Fig. 1: M2 wires
Drawn at 4 px/um. Cells faint in the background.
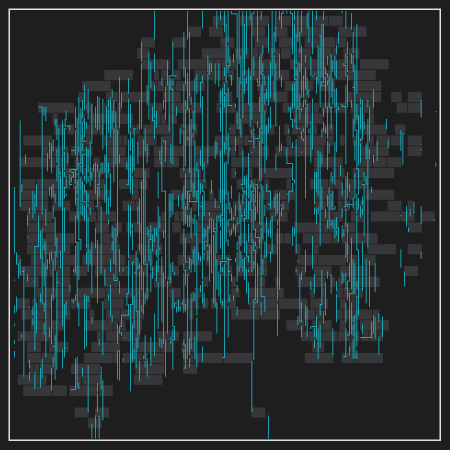
Fig. 2: clock routing
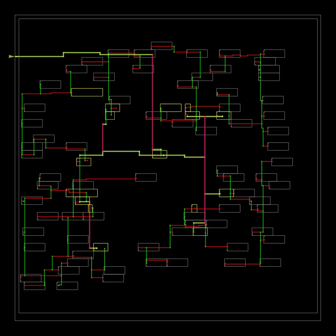
<file path="src/rtl/sys_ctrl_burst.sv">
// Byte-frame command controller: decodes RX frames into register-file and ALU
// accesses (single and burst) and streams response bytes into the TX FIFO.
module sys_ctrl_burst #(
  parameter int ADDR_W    = 4,
  parameter int ALU_W     = 16,
  parameter int FUNC_W    = 4,
  parameter int MAX_BURST = 16,
  parameter int TIMEOUT   = 1023
) (
  input  logic              clk,
  input  logic              rst,
  input  logic [7:0]        rx_data,
  input  logic              rx_valid,
  input  logic [7:0]        rd_data,
  input  logic              rd_valid,
  input  logic [ALU_W-1:0]  alu_out,
  input  logic              alu_valid,
  input  logic              fifo_full,
  output logic [ADDR_W-1:0] addr,
  output logic              wr_en,
  output logic [7:0]        wr_data,
  output logic              rd_en,
  output logic              alu_en,
  output logic [FUNC_W-1:0] alu_func,
  output logic              clk_gate_en,
  output logic [7:0]        tx_data,
  output logic              tx_wr_inc,
  output logic              cmd_err
);
  localparam int TMO_W  = $clog2(TIMEOUT + 1);
  localparam int NBYTES = ALU_W / 8;

  typedef enum logic [3:0] {
    IDLE, GET_ADDR, GET_CNT, GET_DATA, GET_OPA, GET_OPB, GET_FUNC,
    RD_REQ, RD_WAIT, ALU_WAIT, SEND
  } state_t;

  state_t            state_q, state_d;
  logic [7:0]        op_q, op_d;
  logic [ADDR_W-1:0] addr_q, addr_d;
  logic [7:0]        wr_data_q, wr_data_d;
  logic              wr_en_q, wr_en_d;
  logic              rd_en_q, rd_en_d;
  logic              alu_en_q, alu_en_d;
  logic [FUNC_W-1:0] alu_func_q, alu_func_d;
  logic              gate_q, gate_d;
  logic              err_q, err_d;
  logic [7:0]        cnt_q, cnt_d;
  logic [7:0]        nbytes_q, nbytes_d;
  logic [ALU_W-1:0]  shift_q, shift_d;
  logic [TMO_W-1:0]  tmo_q, tmo_d;
  logic              collecting, busy;

  always_ff @(posedge clk) begin
    if (rst) begin
      state_q    <= IDLE;
      op_q       <= '0;
      addr_q     <= '0;
      wr_data_q  <= '0;
      wr_en_q    <= 1'b0;
      rd_en_q    <= 1'b0;
      alu_en_q   <= 1'b0;
      alu_func_q <= '0;
      gate_q     <= 1'b0;
      err_q      <= 1'b0;
      cnt_q      <= '0;
      nbytes_q   <= '0;
      shift_q    <= '0;
      tmo_q      <= '0;
    end else begin
      state_q    <= state_d;
      op_q       <= op_d;
      addr_q     <= addr_d;
      wr_data_q  <= wr_data_d;
      wr_en_q    <= wr_en_d;
      rd_en_q    <= rd_en_d;
      alu_en_q   <= alu_en_d;
      alu_func_q <= alu_func_d;
      gate_q     <= gate_d;
      err_q      <= err_d;
      cnt_q      <= cnt_d;
      nbytes_q   <= nbytes_d;
      shift_q    <= shift_d;
      tmo_q      <= tmo_d;
    end
  end

  always_comb begin
    state_d    = state_q;
    op_d       = op_q;
    addr_d     = addr_q;
    wr_data_d  = wr_data_q;
    wr_en_d    = 1'b0;
    rd_en_d    = 1'b0;
    alu_en_d   = 1'b0;
    alu_func_d = alu_func_q;
    gate_d     = gate_q;
    err_d      = 1'b0;
    cnt_d      = cnt_q;
    nbytes_d   = nbytes_q;
    shift_d    = shift_q;
    tmo_d      = '0;
    tx_wr_inc  = 1'b0;
    tx_data    = shift_q[7:0];
    collecting = state_q inside {GET_ADDR, GET_CNT, GET_DATA, GET_OPA, GET_OPB, GET_FUNC};
    busy       = state_q inside {RD_REQ, RD_WAIT, ALU_WAIT, SEND};

    // Burst write: step the address once the previous write has been presented.
    if (wr_en_q && op_q == 8'hEE && state_q == GET_DATA)
      addr_d = addr_q + 1'b1;

    unique case (state_q)
      IDLE: if (rx_valid) begin
        op_d = rx_data;
        unique case (rx_data)
          8'hAA, 8'hBB, 8'hEE, 8'hFF: state_d = GET_ADDR;
          8'hCC:                      state_d = GET_OPA;
          8'hDD:                      state_d = GET_FUNC;
          default:                    err_d   = 1'b1;
        endcase
      end
      GET_ADDR: if (rx_valid) begin
        addr_d = rx_data[ADDR_W-1:0];
        cnt_d  = 8'd1;
        unique case (op_q)
          8'hAA:   state_d = GET_DATA;
          8'hBB:   state_d = RD_REQ;
          default: state_d = GET_CNT;
        endcase
      end
      GET_CNT: if (rx_valid) begin
        cnt_d = rx_data;
        if (rx_data == 8'd0) begin
          state_d = IDLE;
        end else if (int'(rx_data) > MAX_BURST) begin
          err_d   = 1'b1;
          state_d = IDLE;
        end else begin
          state_d = (op_q == 8'hEE) ? GET_DATA : RD_REQ;
        end
      end
      GET_DATA: if (rx_valid) begin
        wr_en_d   = 1'b1;
        wr_data_d = rx_data;
        cnt_d     = cnt_q - 8'd1;
        if (cnt_q == 8'd1) state_d = IDLE;
      end
      GET_OPA: if (rx_valid) begin
        addr_d    = '0;
        wr_data_d = rx_data;
        wr_en_d   = 1'b1;
        state_d   = GET_OPB;
      end
      GET_OPB: if (rx_valid) begin
        addr_d    = ADDR_W'(1);
        wr_data_d = rx_data;
        wr_en_d   = 1'b1;
        state_d   = GET_FUNC;
      end
      GET_FUNC: if (rx_valid) begin
        alu_func_d = rx_data[FUNC_W-1:0];
        alu_en_d   = 1'b1;
        gate_d     = 1'b1;
        state_d    = ALU_WAIT;
      end
      RD_REQ: begin
        rd_en_d = 1'b1;
        state_d = RD_WAIT;
      end
      RD_WAIT: if (rd_valid) begin
        shift_d  = ALU_W'(rd_data);
        nbytes_d = 8'd1;
        state_d  = SEND;
      end
      ALU_WAIT: if (alu_valid) begin
        shift_d  = alu_out;
        nbytes_d = 8'(NBYTES);
        gate_d   = 1'b0;
        state_d  = SEND;
      end
      SEND: if (!fifo_full) begin
        tx_wr_inc = 1'b1;
        shift_d   = shift_q >> 8;
        nbytes_d  = nbytes_q - 8'd1;
        if (nbytes_q == 8'd1) begin
          if (op_q == 8'hFF && cnt_q > 8'd1) begin
            cnt_d   = cnt_q - 8'd1;
            addr_d  = addr_q + 1'b1;
            state_d = RD_REQ;
          end else begin
            state_d = IDLE;
          end
        end
      end
      default: state_d = IDLE;
    endcase

    // Inter-byte timer: only runs while a frame is partially received.
    if (collecting && !rx_valid) begin
      if (tmo_q == TMO_W'(TIMEOUT - 1)) begin
        err_d   = 1'b1;
        state_d = IDLE;
      end else begin
        tmo_d = tmo_q + TMO_W'(1);
      end
    end
    if (busy && rx_valid) err_d = 1'b1;
  end

  assign addr        = addr_q;
  assign wr_en       = wr_en_q;
  assign wr_data     = wr_data_q;
  assign rd_en       = rd_en_q;
  assign alu_en      = alu_en_q;
  assign alu_func    = alu_func_q;
  assign clk_gate_en = gate_q;
  assign cmd_err     = err_q;
endmodule

</file>
<file path="config.mk">
export PLATFORM = sky130hd
export DESIGN_NAME = sys_ctrl_burst
export DESIGN_NICKNAME = d
export VERILOG_FILES = /design/src/rtl/sys_ctrl_burst.sv
export SDC_FILE = /design/constraint.sdc
export NUM_CORES = 1
export LEC_CHECK = 0
export CORE_UTILIZATION = 35
export DETAILED_ROUTE_END_ITERATION = 6
export GPL_TIMING_DRIVEN = 0
export PLACE_DENSITY = 0.68
export SLEW_MARGIN = 20
export SYNTH_ARGS = -nofsm -noshare
export SYNTH_HDL_FRONTEND = slang
export SYNTH_SLANG_ARGS = --single-unit
</file>
<file path="constraint.sdc">
create_clock -name clk -period 3.1 [get_ports clk]
set_clock_uncertainty 0.15 [all_clocks]
set_input_delay 0.465 -clock clk [delete_from_list [all_inputs] [get_ports clk]]
set_output_delay 0.465 -clock clk [all_outputs]
set_load 0.03 [all_outputs]
</file>
==> CHANGELOG.md <==
### Implementation results

* Run status: completed
* Drt initial violations at 241
* Clock sinks at about 75
* Adder-cell share of the synthesized area at under 10%
* Endpoints failing setup at 0
* Maximum number of pins on one net before global-route repair at 13
* Total Power at 1930 uW
* PnR worst setup slack at ~0.36 ns
* Hold path endpoint: shift_q[9]$_SDFFE_PP0P_
* Hold path start: shift_q[9]$_SDFFE_PP0P_
* Slew Limit Fails at 0
* Log Warnings at 29
* Max-slew headroom at 52.6%
* Top area contributor share at 38.6%
* Max cap viols at 0
* Fin crit period at ~2.7 ns
* Proportion of layout cells with a drive suffix above 1 at 7.36%
* Slowest cell on the critical path: clkdlybuf4s50_1
* Worst setup SP type: register
* Distinct cell type count after synthesis at between 50 and 60
* CTS max path bufs at 2
* Reg2reg start: nbytes_q[0]$_SDFFE_PP0P_
* Global-route usage over all layers at 19.6%
* Cell family with most CP delay: buffers and inverters
* XOR-XNOR Cells, Area Fraction at 4.28%
* Total Wirelength at 11.0 mm
* Global placer's final weighted congestion at 0.907
* Setup TNS at 0 ns
* Post-synth net total at 524
* Clk slew on worst S/H paths at approximately 0.080 ns
* Register area share after synthesis at between 30 and 40%
* Top Registers: shift_q x16, tmo_q x10
* HP Class: reg2reg
* Sequence of cells on the critical path: buf_2 > nor2b_1 > nand2_2 > nor2_1 > clkdlybuf4s50_1
* Top-count cell post-synth: dfxtp_1
* Vias after detailed routing at 3739
* Post-layout period usage at 88.3%
* Mux area share at 6.05%
* Unrepaired setup endpoints after global routing: no
* Hold_buf cts at 0
* Number of flip-flops in the largest register at 16
* N_diodes at 0
* Simple-Gate Area Share at 26.2%
* Final nets at 598
* Root Buffer: clkbuf_8
Back to the opening pictures, Fig. 1:
- main direction: vertical
- wire length on this layer: 5170 um
- longest straight run: 51.3 um
- nets with wire on the layer: 499

Back to the opening pictures, Fig. 2:
Clock net power: 814 uW
Flops: 75
clk latency late pin: 0.35 ns
TritonCTS Buffers: 9

[metal layers]
metal | share of wire (%) | vias up | GRT usage [%]
li1 | - | 1842 | -
met1 | 47 | 1768 | 24.6
met2 | 47 | 108 | 32.9
met3 | 4.6 | 21 | 4.18
met4 | 1.8 | 0 | 7.14
met5 | 0 | - | 0
[cells in the final DEF, fill, tap and decap left out, drive strengths merged, types with 16 or more instances in the layout]
cell            n
nand3          22
dfxtp          75
clkdlybuf4s50  63
buf            17
nor2           74
nor3           16
nand2          50
mux2i          22
a21oi          35
clkbuf         29
[how the worst max path moves through the flow]
stage,startpoint,endpoint,slack (ns),cells past startpoint
after detailed placement,fifo_full,cnt_q[0]$_SDFFE_PP0P_,0.21,8
after CTS,state_q[1]$_SDFF_PP0_,tx_wr_inc,0.37,5
after global routing,state_q[1]$_SDFF_PP0_,tx_wr_inc,0.28,5
after floorplan,nbytes_q[0]$_SDFFE_PP0P_,addr[0]$_SDFF_PP0_,0.96,7
final,state_q[1]$_SDFF_PP0_,tx_wr_inc,0.36,5
after global placement,fifo_full,cnt_q[0]$_SDFFE_PP0P_,0.28,8
[layout make-up]
type / count / share of cell area (%)
tap: 140 / 3.57
clock buffer: 10 / 2.60
clock inverter: 5 / 1.61
inverter: 11 / 0.842
sequential: 75 / 30.6
timing repair buffer: 63 / 12.9
multi-input combinational: 357 / 44.4
buffer: 36 / 3.55
[metrics by stage]
step,util [%],instances
2_1_floorplan,-,479
3_3_place_gp,43.3,682
6_report,45.3,697
5_1_grt,45.3,697
3_5_place_dp,43.3,682
4_1_cts,45.2,697
[where the power goes]
group          total [uW]  switching, uW  leakage [uW]  internal [uW]
clock                 814            366      0.000106            448
combinational         142           76.5       0.00105           65.3
sequential            979           7.17      0.000606            972
total                1930            449       0.00176           1480
Power figures rest on the tool's default switching activity, not on a simulated workload.
